Design agc_tpgen_stage, sky130hd; sources not shown.
Figure 1. Signal wires on met1.
The bar under the picture is 20 microns long. Cells faint in the background.
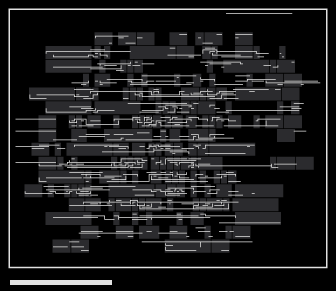
170 nets have wire on it. The layer carries 1220 microns of wire. The wires run mostly horizontal.
met1 usage: 25.1%
Vias: 1050
Post-Route WL: 2620 microns

Figure 2. Signal wires on met2.
Cells faint in the background.
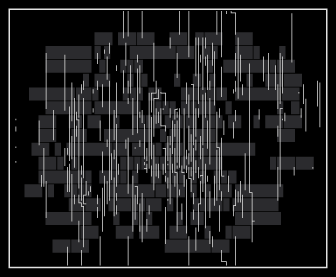
The layer carries 1160 microns of wire. The wires run mostly vertical. 150 nets have wire on it. The layer holds 44% of the routed length.
global-route met2 utilization: 30.8%

Figure 3. Signal wires on met3.
The bar under the picture is 20 microns long. Cells faint in the background.
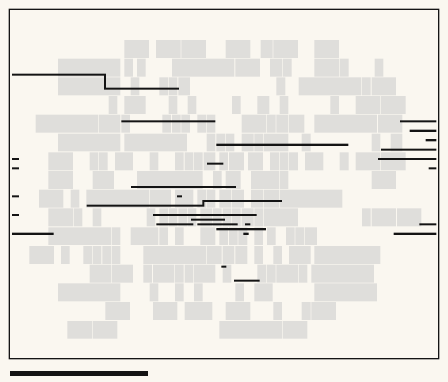
The wires run mostly horizontal. 25 nets have wire on it. The longest straight run is 18.9 microns. The layer carries 188 microns of wire.
met3 Resource Use GR: 4.48%

Figure 4. Placed standard cells.
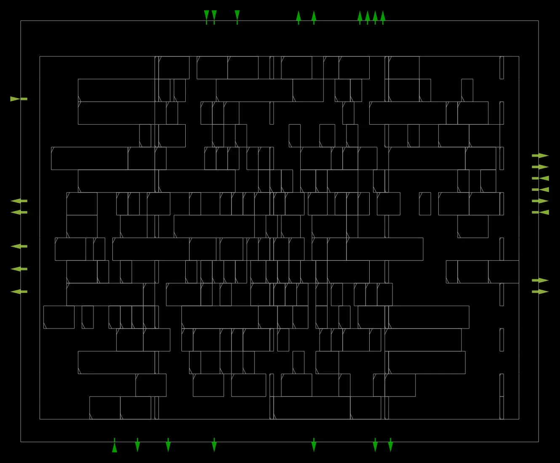
total core area: 0.00250 sq mm
Final Non-Filler Cells: 213
Final Core Density: 56.9%
Layout fillers: 248
flip-flops: 18

==> flow_summary.toml <==
# flow metrics
[worst_setup_path]
cp.arrival_ps = 1620
start_kind = "flop"

[clock_tree]
cts_sinks = 18

[timing]
final-max-slew-violation-count = 0
rsz0062_at_grt = "no"

[routing]
wl_per_cell_microns = 12.3
firstDrtPassIters = 4
vias_per_cell = 4.93

[global_routing]
grt_util_all_layers_pct = 19.0
grt_max_degree = 19

[floorplanning]
fp_util_pct = 43.3
die_area_sq_mm = 0.00314

[layout]
layout_top_cell = "nand2_1"
drive_above_1_share_pct = 15.3

[pwr]
p_per_area_mw_per_mm2 = 565

[synth]
mux_share_pct = 0
largest_area_cell = "dfrtp_1"
area_leaders = "dfrtp_1, nand2_1, a21oi_2, inv_1, nor2_1"

[placed_design]
dp_slack_ps = 638

[outcome]
outcome = "complete, no violations"
[area by class of cell]
class | instances | share of cell area, %
Multi-Input combinational cell | 106 | 36.6
Sequential cell | 18 | 31.8
Timing Repair Buffer | 30 | 20.9
Inverter | 19 | 5.01
Tap cell | 36 | 3.16
Clock buffer | 4 | 2.55
[layer usage]
metal  vias up  GRT usage [%]
li1        512              -
met1       493           25.1
met2        37           30.8
met3         8           4.48
met4         0           6.67
met5         -              0
[Yosys cell counts, drive strengths merged]
master   n
nand2   52
nor2    23
inv     18
dfrtp   16
a21oi   12
nand3   10
o21ai    5
buf      4
dfstp    2
nand4    2
clkbuf   1
clkinv   1
nor3     1
or2      1
[metrics by stage]
stage	instances	total power, mW
floorplan	148	0.524
global placement	209	0.613
detailed placement	209	0.623
CTS	213	0.813
global route	213	0.855
finish	213	0.805
[power groups by stage]
stage / Clock [mW] / Combinational (mW) / Sequential (mW)
3_3_place_gp: 0 / 0.271 / 0.342
4_1_cts: 0.193 / 0.279 / 0.340
3_5_place_dp: 0 / 0.278 / 0.345
5_1_grt: 0.206 / 0.304 / 0.345
2_1_floorplan: 0 / 0.183 / 0.341
6_report: 0.189 / 0.276 / 0.340
[kinds of logic (layout without fill, tap and decap cells)]
family | count (synthesis) | after routing
compound gates | 17 | 17
buf+inv | 24 | 53
flops | 18 | 18
simple gates | 89 | 89
[worst register-to-register path, stage by stage (launching register included)]
cell	delay, ps
dfrtp_1	470
nor2_4	220
nand3_1	130
o21ai_1	140
nand2_1	70
nor2_2	200
nand3_2	320
a21oi_1	230
Power figures rest on the tool's default switching activity, not on a simulated workload.
